Run 1, I/O pins on the die edge:
(3 px per µm) Pins as bars across the die edge, other pins in gray.
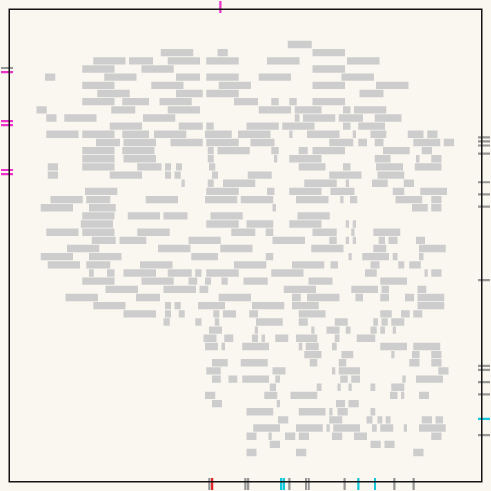
Run 1, port wiring:
(2 px per µm)
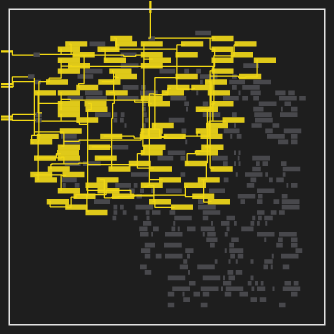
Run 1, gate families picked out:
(3 px per µm)
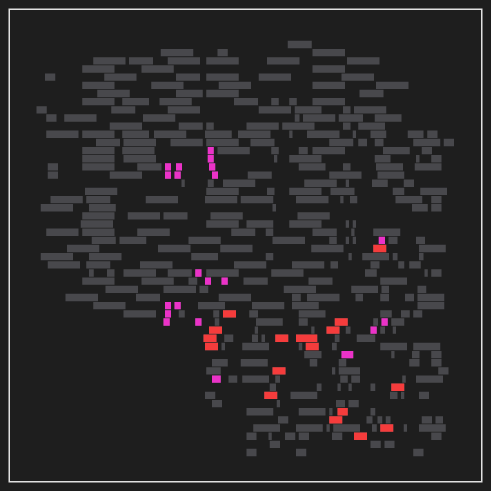
## src/rtl/fifo_umbrales_if.sv

```systemverilog
// Handshake and status bundle between the threshold FIFO and its flow-control master.
interface fifo_umbrales_if #(
  parameter int unsigned DATA_WIDTH   = 6,
  parameter int unsigned ADDR_WIDTH   = 4,
  parameter int unsigned UMBRALES_L_H = 8
);
  logic [UMBRALES_L_H-1:0] umbral_LH;
  logic                    push;
  logic [DATA_WIDTH-1:0]   data_in;
  logic                    pop;
  logic [DATA_WIDTH-1:0]   data_out;
  logic                    valid_out;
  logic                    empty;
  logic                    full;
  logic                    almost_empty;
  logic                    almost_full;
  logic                    error;
  logic [ADDR_WIDTH:0]     count;

  modport master (
    output umbral_LH, push, data_in, pop,
    input  data_out, valid_out, empty, full, almost_empty, almost_full, error, count
  );

  modport slave (
    input  umbral_LH, push, data_in, pop,
    output data_out, valid_out, empty, full, almost_empty, almost_full, error, count
  );
endinterface

```

## src/rtl/fifo_umbrales.sv

```systemverilog
// Synchronous FIFO with programmable low/high occupancy thresholds and sticky
// overflow/underflow error; storage end of the flow-control loop.
module fifo_umbrales #(
  parameter int unsigned DATA_WIDTH   = 6,
  parameter int unsigned ADDR_WIDTH   = 4,
  parameter int unsigned UMBRALES_L_H = 8
) (
  input  logic              clk,
  input  logic              reset,
  fifo_umbrales_if.slave    bus
);

  localparam int unsigned DEPTH = 1 << ADDR_WIDTH;
  localparam int unsigned PTR_W = ADDR_WIDTH + 1;
  localparam int unsigned TH_W  = UMBRALES_L_H / 2;

  logic [DATA_WIDTH-1:0]   mem_q [DEPTH];

  logic [PTR_W-1:0]        wr_ptr_q, wr_ptr_d;
  logic [PTR_W-1:0]        rd_ptr_q, rd_ptr_d;
  logic [DATA_WIDTH-1:0]   data_out_q, data_out_d;
  logic                    valid_q, valid_d;
  logic                    error_q, error_d;
  logic [UMBRALES_L_H-1:0] umbral_q, umbral_d;

  logic [PTR_W-1:0]        count_c;
  logic [TH_W-1:0]         umbral_h_c;
  logic [TH_W-1:0]         umbral_l_c;
  logic                    empty_c;
  logic                    full_c;
  logic                    do_push_c;
  logic                    do_pop_c;

  // Occupancy from wrap-bit pointers; flags are combinational on registered thresholds
  always_comb begin
    count_c    = wr_ptr_q - rd_ptr_q;
    umbral_h_c = umbral_q[UMBRALES_L_H-1 -: TH_W];
    umbral_l_c = umbral_q[TH_W-1:0];
    empty_c    = (count_c == '0);
    full_c     = (count_c == PTR_W'(DEPTH));
    do_push_c  = bus.push && !full_c;
    do_pop_c   = bus.pop && !empty_c;
  end

  // Next-state for pointers, read port, error and threshold register
  always_comb begin
    wr_ptr_d   = wr_ptr_q;
    rd_ptr_d   = rd_ptr_q;
    data_out_d = data_out_q;
    valid_d    = 1'b0;
    error_d    = error_q;
    umbral_d   = bus.umbral_LH;

    if (do_push_c) begin
      wr_ptr_d = wr_ptr_q + PTR_W'(1);
    end

    if (do_pop_c) begin
      rd_ptr_d   = rd_ptr_q + PTR_W'(1);
      data_out_d = mem_q[rd_ptr_q[ADDR_WIDTH-1:0]];
      valid_d    = 1'b1;
    end

    if ((bus.push && full_c) || (bus.pop && empty_c)) begin
      error_d = 1'b1;
    end
  end

  always_ff @(posedge clk or negedge reset) begin
    if (!reset) begin
      wr_ptr_q   <= '0;
      rd_ptr_q   <= '0;
      data_out_q <= '0;
      valid_q    <= 1'b0;
      error_q    <= 1'b0;
      umbral_q   <= '0;
    end else begin
      wr_ptr_q   <= wr_ptr_d;
      rd_ptr_q   <= rd_ptr_d;
      data_out_q <= data_out_d;
      valid_q    <= valid_d;
      error_q    <= error_d;
      umbral_q   <= umbral_d;
    end
  end

  // Storage array carries no reset; contents are don't-care until written
  always_ff @(posedge clk) begin
    if (do_push_c) begin
      mem_q[wr_ptr_q[ADDR_WIDTH-1:0]] <= bus.data_in;
    end
  end

  assign bus.data_out     = data_out_q;
  assign bus.valid_out    = valid_q;
  assign bus.error        = error_q;
  assign bus.count        = count_c;
  assign bus.empty        = empty_c;
  assign bus.full         = full_c;
  assign bus.almost_empty = (count_c <= PTR_W'(umbral_l_c));
  // Held low while in reset so the reset-state flag reads 0 even though H clears to 0
  assign bus.almost_full  = reset && (count_c >= PTR_W'(umbral_h_c));

endmodule
```

## src/flat_wrapper.sv

```systemverilog
// flat-port wrapper written by rule: the top's interface ports become plain ports
module fifo_umbrales_flat 
#(
  parameter int unsigned DATA_WIDTH   = 6,
  parameter int unsigned ADDR_WIDTH   = 4,
  parameter int unsigned UMBRALES_L_H = 8
)
  (clk, reset, bus_umbral_LH, bus_push, bus_data_in, bus_pop, bus_data_out, bus_valid_out, bus_empty, bus_full, bus_almost_empty, bus_almost_full, bus_error, bus_count);
  fifo_umbrales_if #(.DATA_WIDTH(DATA_WIDTH), .ADDR_WIDTH(ADDR_WIDTH), .UMBRALES_L_H(UMBRALES_L_H)) bus_i ();
  input  logic clk;
  input  logic reset;
  input wire logic [$bits(bus_i.umbral_LH)-1:0] bus_umbral_LH;
  input wire logic [$bits(bus_i.push)-1:0] bus_push;
  input wire logic [$bits(bus_i.data_in)-1:0] bus_data_in;
  input wire logic [$bits(bus_i.pop)-1:0] bus_pop;
  output wire logic [$bits(bus_i.data_out)-1:0] bus_data_out;
  output wire logic [$bits(bus_i.valid_out)-1:0] bus_valid_out;
  output wire logic [$bits(bus_i.empty)-1:0] bus_empty;
  output wire logic [$bits(bus_i.full)-1:0] bus_full;
  output wire logic [$bits(bus_i.almost_empty)-1:0] bus_almost_empty;
  output wire logic [$bits(bus_i.almost_full)-1:0] bus_almost_full;
  output wire logic [$bits(bus_i.error)-1:0] bus_error;
  output wire logic [$bits(bus_i.count)-1:0] bus_count;
  assign bus_i.umbral_LH = bus_umbral_LH;
  assign bus_i.push = bus_push;
  assign bus_i.data_in = bus_data_in;
  assign bus_i.pop = bus_pop;
  assign bus_data_out = bus_i.data_out;
  assign bus_valid_out = bus_i.valid_out;
  assign bus_empty = bus_i.empty;
  assign bus_full = bus_i.full;
  assign bus_almost_empty = bus_i.almost_empty;
  assign bus_almost_full = bus_i.almost_full;
  assign bus_error = bus_i.error;
  assign bus_count = bus_i.count;
  fifo_umbrales #(.DATA_WIDTH(DATA_WIDTH), .ADDR_WIDTH(ADDR_WIDTH), .UMBRALES_L_H(UMBRALES_L_H)) u_core (.clk(clk), .reset(reset), .bus(bus_i));
endmodule
```

## config.mk

```make
export PLATFORM = sky130hd
export DESIGN_NAME = fifo_umbrales_flat
export DESIGN_NICKNAME = d
export VERILOG_FILES = /design/src/rtl/fifo_umbrales_if.sv /design/src/rtl/fifo_umbrales.sv /design/src/flat_wrapper.sv
export SDC_FILE = /design/constraint.sdc
export NUM_CORES = 1
export LEC_CHECK = 0
export CELL_PAD_IN_SITES_DETAIL_PLACEMENT = 1
export CELL_PAD_IN_SITES_GLOBAL_PLACEMENT = 2
export CORE_MARGIN = 8
export CORE_UTILIZATION = 26
export CTS_CLUSTER_DIAMETER = 40
export DETAILED_ROUTE_END_ITERATION = 10
export MAX_ROUTING_LAYER = met4
export PLACE_DENSITY = 0.48
export SLEW_MARGIN = 40
export SYNTH_ARGS = -nofsm -noshare
export SYNTH_HDL_FRONTEND = slang
export SYNTH_SLANG_ARGS = --single-unit
```

## constraint.sdc

```tcl
create_clock -name clk -period 7.1 [get_ports clk]
set_input_delay 1.775 -clock clk [delete_from_list [all_inputs] [get_ports clk]]
set_output_delay 1.775 -clock clk [all_outputs]
set_load 0.02 [all_outputs]
```

==> results.json, run 1 <==
{
  "status": "completed",
  "edf_count": 96,
  "clk_pin_slew_ps": 50,
  "rsz0062_at_grt": "false",
  "maxCapViolCount": 0,
  "cp-end-kind": "output port",
  "worst-path-max-fanout": 28,
  "grt_pass1_vias": 2956,
  "irDropWorstVdd_uv": 156,
  "clock_sinks": 122,
  "hold_depth": 1,
  "ys_cells": 289,
  "yosysChipArea_um2": 5170,
  "skew_ps": 14.1,
  "tns_ps": 0,
  "critPathLaunchType": "flop",
  "cts_hold_buf": 0,
  "cp.required_ps": 5330,
  "ys.flops": 122,
  "drive_gt1_share_pct": 21.1,
  "synth_top_area_share_pct": 55.7,
  "drv_slew": 0,
  "yosysWarnings": 0,
  "max_clock_freq_mhz": 186,
  "crit_start": "u_core.rd_ptr_q[1]",
  "holdWs_ps": 471,
  "antenna_found_initial": 0,
  "insertion_delay_ps": 420,
  "drt.antenna.violating_nets": 0,
  "rr_worst_depth": 8,
  "viasPerCell": 4.34,
  "grt_usage_pct": 10.8,
  "clockBufferDepth": 2,
  "r2r_start": "u_core.rd_ptr_q[1]",
  "yosysTopAreaCell": "edfxtp_1",
  "overflow": 0,
  "n_antenna_cell": 0,
  "initial_core_util_pct": 26.6,
  "p_per_area_nw_per_um2": 490,
  "nFillCells": 1993,
  "drt-wirelength-per-cell_um": 19.7,
  "ioPinCount": 35,
  "syn_nets": 323,
  "cts_htree_levels": 4,
  "relSlewSlack_pct": 55.9,
  "cts_root_buffer": "clkbuf_16",
  "synth_area_um2": 5170,
  "finalClockPeriodUsage_pct": 75.5,
  "routabilityCongestion": 0.677,
  "synth-async-reset-ratio_pct": 21.3,
  "crit_type": "flop to output port",
  "worstHoldPathType": "flop to flop",
  "fin_nets": 372,
  "worst_ep_arrival_time_ps": 3590,
  "synth_area_per_cell_um2": 17.9,
  "syn_inst": 289,
  "area_delta_synth_final_pct": 23.8,
  "dieArea_um2": 24700,
  "endpoint": "bus_almost_empty",
  "min_from": "u_core.bus.error",
  "core_area_um2": 19500,
  "post_cts_buffers": 0,
  "synth_seq_share_pct": 68.3,
  "row_count": 51,
  "r2r_end": "u_core.mem_q[12][4]",
  "openroad.warnings": 29,
  "layout_min_cycle_time_ps": 5360,
  "grt_max_degree": 29,
  "setup_violations": 0,
  "cts_buffers": 17,
  "drtIter0Drc": 113,
  "drt-pass1-iter-count": 5,
  "area_leaders": "edfxtp_1 56%, dfrtp_1 13%, mux4_2 10%",
  "ys_types": 40,
  "p_leak_nw": 2.33,
  "finalWirelength_um": 12100,
  "dpl.hpwl_um": 8070,
  "ctsResizeCount": 0,
  "grt_pass1_wl_um": 18400,
  "worst-slew-pin-transition_ps": 659,
  "vias": 2671,
  "drc": 0,
  "r2r_slack_ps": 3890,
  "min_to": "u_core.bus.error",
  "ys.flop_type": "edfxtp_1",
  "cts_tree": "built",
  "timing_hold_violations_final": 0
}
About 'I/O pins on the die edge':
- bus_push: red (pins 1; direction input; edge bottom)
- bus_count: cyan (pins 5; direction output; edge 4 bottom, 1 right)
- bus_data_in: magenta (pins 6; direction input; edge 5 left, 1 top)
- all pins by edge: 14 bottom, 14 right, 6 left, 1 top
Die W: 157 µm
PortBufs: 34
die height: 157 µm

About 'port wiring':
- bus_data_in: yellow (bits 6; direction input; end cells 96; buffers 6; wire 1,600 µm)

About 'gate families picked out':
- AND and OR gates: magenta (cells 21)
- adder and majority cells: red (cells 17)
Comb/total area: 23.8%
Finished Layout Cells: 616
most frequent logic cell in the layout: edfxtp_1

## run 1: metrics by stage
stage | util [%] | setup WS (ps) | power, mW | area [µm²] | instances
2_1_floorplan | - | 2430 | 1.85 | 5170 | 289
3_3_place_gp | 29.8 | 1880 | 2.32 | 5810 | 584
3_5_place_dp | 29.9 | 1830 | 2.33 | 5810 | 584
4_1_cts | 32.9 | 1660 | 3.21 | 6400 | 616
5_1_grt | 32.9 | 1460 | 3.34 | 6400 | 616
6_report | 32.9 | 1740 | 3.13 | 6400 | 616
## run 1: worst max-delay path, stage by stage, from the launching register on
cell	delay, ps
dfrtp_1	320
buf_4	390
inv_1	150
fa_1	510
xnor2_2	320
inv_2	110
maj3_1	370
a21oi_1	140
o21ai_0	100
a21oi_1	140
clkdlybuf4s50_1	620
## run 1: cell type report
class                      count  area [µm²]  area share, %
tap                          265         332           5.18
inverter                      15        56.3          0.879
clock buffer                  17         425           6.64
clock inverter                15         166           2.60
timing repair buffer          37         363           5.67
sequential                   122        3530           55.2
multi-input combinational    145        1530           23.8
## run 1: registers in the layout (all words and copies together) (netlist names)
register,flops
u_core.bus.data_out,6
u_core.bus.error,1
u_core.bus.valid_out,1
u_core.mem_q,96
u_core.rd_ptr_q,5
u_core.umbral_q,8
u_core.wr_ptr_q,5
## run 1: metal layers
metal / GRT usage, % / part of all wire (%)
met1: 14.1 / 49
met5: - / 0
met4: 3.94 / 1.4
met2: 15.7 / 46
met3: 3.35 / 4.0
## run 1: where the power goes
group | switching, mW | total, mW | internal, mW
Combinational | 0.732 | 1.32 | 0.587
Clock | 0.339 | 0.861 | 0.523
Sequential | 0.0673 | 0.955 | 0.888
## run 1: cells by family after synthesis
logic type      share of synthesized area [%]
flops                                    68.3
simple gates                             6.12
mux                                      12.8
compound gates                           3.97
buf+inv                                  2.20
fa+ha+maj                                4.21
xor+xnor                                 2.35
## run 1: synth_stat cells, types with 2 or more instances
master	number
a21oi_1	8
a22oi_1	12
and3_1	18
buf_6	4
dfrtp_1	26
edfxtp_1	96
ha_1	15
inv_1	14
mux2_1	2
mux2_4	6
mux4_2	24
nand2_1	7
nand3_1	5
nand3b_1	2
nand4_1	3
nor2_1	11
nor2b_1	2
o21ai_0	2
xnor2_1	7
xor2_1	5
## run 1: placed cells by master, fill, tap and decap left out, drive strengths merged, types with 2 or more instances in the layout
master         Yosys  layout
a22oi             12      12
xor2               5       5
inv               15      19
bufinv             0       2
o21ai              2       2
ha                15      15
nand2              8       8
edfxtp            96      96
clkdlybuf4s50      0      34
mux4              24      24
nand3              5       5
mux2               8       8
nand4              3       3
dfrtp             26      26
and3              18      18
buf                6       3
clkinv             0       7
xnor2              8       8
nand3b             2       2
nor2b              3       3
a21oi              8       8
nor2              11      11
clkbuf             1      17
clkinvlp           0       2
==> run 2: changes to the inputs <==
==> constraint.sdc (replaced) <==
create_clock -name clk -period 5.19 [get_ports clk]
set_input_delay 1.2975 -clock clk [delete_from_list [all_inputs] [get_ports clk]]
set_output_delay 1.2975 -clock clk [all_outputs]
set_load 0.02 [all_outputs]
==> results.json, run 2 <==
{
  "r2r_start": "u_core.wr_ptr_q[0]",
  "p_total_mw": 4.30,
  "worstHoldPathType": "flop to flop",
  "yosysChipArea_um2": 5170,
  "drc": 0,
  "drt.antenna.violating_nets": 0,
  "min_from": "u_core.bus.error",
  "most_common_cell": "edfxtp_1",
  "synthTopCellsByCount": "96 x edfxtp_1, 26 x dfrtp_1, 24 x mux4_2",
  "overflow": 0,
  "syn_nets": 323,
  "nFillCells": 1983,
  "finalClockPeriodUsage_pct": 90.3,
  "tns_ps": 0,
  "routabilityCongestion": 0.679,
  "cp-end-kind": "output port",
  "grt_pass1_wl_um": 18500,
  "drtIter0Drc": 117,
  "ys.flop_type": "edfxtp_1",
  "skew_ps": 7.69,
  "initial_core_util_pct": 26.6,
  "area_leaders": "edfxtp_1 56%, dfrtp_1 13%, mux4_2 10%",
  "relSlewSlack_pct": 54.1,
  "final_cell_mix": "96 x edfxtp_1, 34 x clkdlybuf4s50_1, 26 x dfrtp_1, 24 x mux4_2, 18 x and3_1",
  "cts_tree": "built",
  "critPathLaunchType": "flop",
  "synth-async-reset-ratio_pct": 21.3,
  "clockBufferDepth": 2,
  "maxCapViolCount": 0,
  "rr_worst_depth": 9,
  "drt-wirelength-per-cell_um": 20.0,
  "vias": 2693,
  "die-width_um": 157,
  "clk_pin_slew_ps": 60,
  "r2r_slack_ps": 2140,
  "dieArea_um2": 24700,
  "yosysTopAreaCell": "edfxtp_1",
  "crit_type": "flop to output port",
  "clock_sinks": 122,
  "cts_root_buffer": "clkbuf_16",
  "post_cts_buffers": 0,
  "cts_buffers": 17,
  "worst-slew-pin-transition_ps": 686,
  "cts_htree_levels": 4,
  "dpl.hpwl_um": 8250,
  "die_y_um": 157,
  "ys.flops": 122,
  "layout_min_cycle_time_ps": 4690,
  "drv_slew": 0,
  "irDropWorstVdd_uv": 223,
  "syn_inst": 289,
  "ys_types": 40,
  "min_to": "u_core.bus.error",
  "largest_register_ffs": 96,
  "synth_seq_share_pct": 68.3,
  "cts_hold_buf": 0,
  "worst-path-max-fanout": 5,
  "insertion_delay_ps": 410,
  "status": "completed",
  "setup_violations": 0,
  "p_leak_nw": 2.34,
  "n_antenna_cell": 0,
  "synth_top_area_share_pct": 55.7,
  "synth_area_um2": 5170,
  "drt-pass1-iter-count": 4,
  "ys_cells": 289,
  "grt_usage_pct": 10.9,
  "port_buffers": 34,
  "r2r_end": "u_core.mem_q[8][0]",
  "ctsResizeCount": 0,
  "timing_hold_violations_final": 0
}
## run 2: cell type report
class	instances	area share, %
clock inverters	15	2.62
multi-input cells	145	23.8
flip-flops and latches	122	55.2
repair buffers	37	5.67
well taps	265	5.18
clock buffers	17	6.64
inverters	15	0.879
## run 2: cell families after synthesis
family,after synthesis,share of synthesized area (%)
compound gates,27,3.97
xor+xnor,13,2.35
fa+ha+maj,17,4.21
buf+inv,22,2.20
flops,122,68.3
mux,33,12.8
simple gates,55,6.12
## run 2: stage by stage
step,cell area (µm²),cells,setup slack (ps)
after floorplan,5170,289,1000
after global placement,5810,584,937
after detailed placement,5810,584,893
after CTS,6400,616,428
after global routing,6400,616,199
final,6400,616,501
## run 2: how the worst max path moves through the flow
stage	to	from	slack [ps]
2_1_floorplan	bus_almost_empty	u_core.rd_ptr_q[1]	1000
3_3_place_gp	bus_almost_empty	u_core.wr_ptr_q[0]	940
5_1_grt	bus_almost_empty	u_core.wr_ptr_q[0]	200
3_5_place_dp	bus_almost_empty	u_core.wr_ptr_q[0]	890
4_1_cts	bus_almost_empty	u_core.wr_ptr_q[0]	430
6_report	bus_almost_empty	u_core.wr_ptr_q[0]	500
## run 2: worst max-delay path, stage by stage, from the launching register on
cell and delay (ps):
dfrtp_1 410, inv_1 160, ha_1 180, inv_1 50, fa_1 430, xnor2_2 310, inv_2 110, maj3_1 360
a21oi_1 130, o21ai_0 90, a21oi_1 130, clkdlybuf4s50_1 620
## run 2: layer usage
metal	global-route usage, %	vias to the layer above	wire length (µm)
li1	-	1234	-
met3	2.50	11	468
met5	-	-	0
met2	15.8	56	5610
met4	4.49	0	120
met1	14.6	1392	6100
## run 2: power breakdown
group / switching, mW / leakage (nW) / internal, mW
clock: 0.467 / 0.290 / 0.717
combinational: 1.01 / 0.877 / 0.802
sequential: 0.0894 / 1.17 / 1.21
total: 1.57 / 2.34 / 2.73
Run 2, I/O pins on the die edge:
(3 px per µm) Pins as bars across the die edge, other pins in gray.
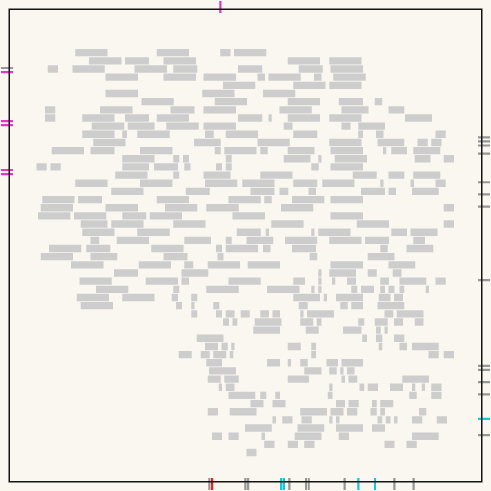

Run 2, port wiring:
(2 px per µm)
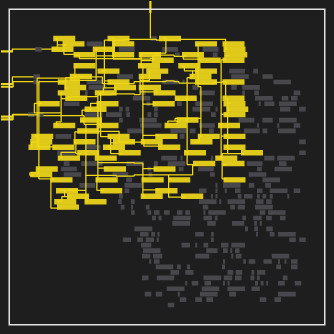
IO Pins: 35

Run 2, cell placement:
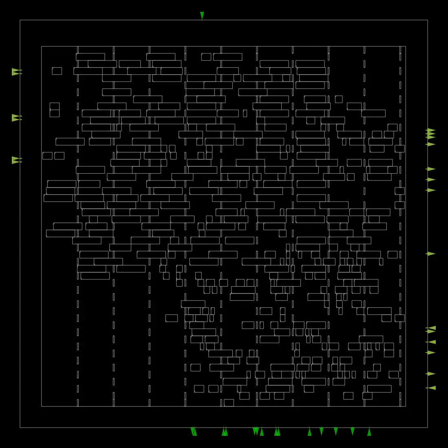
Core ar.: 19,500 µm²
Row Count: 51
final core utilization: 32.9%

Power is estimated from default activity; no workload was simulated.
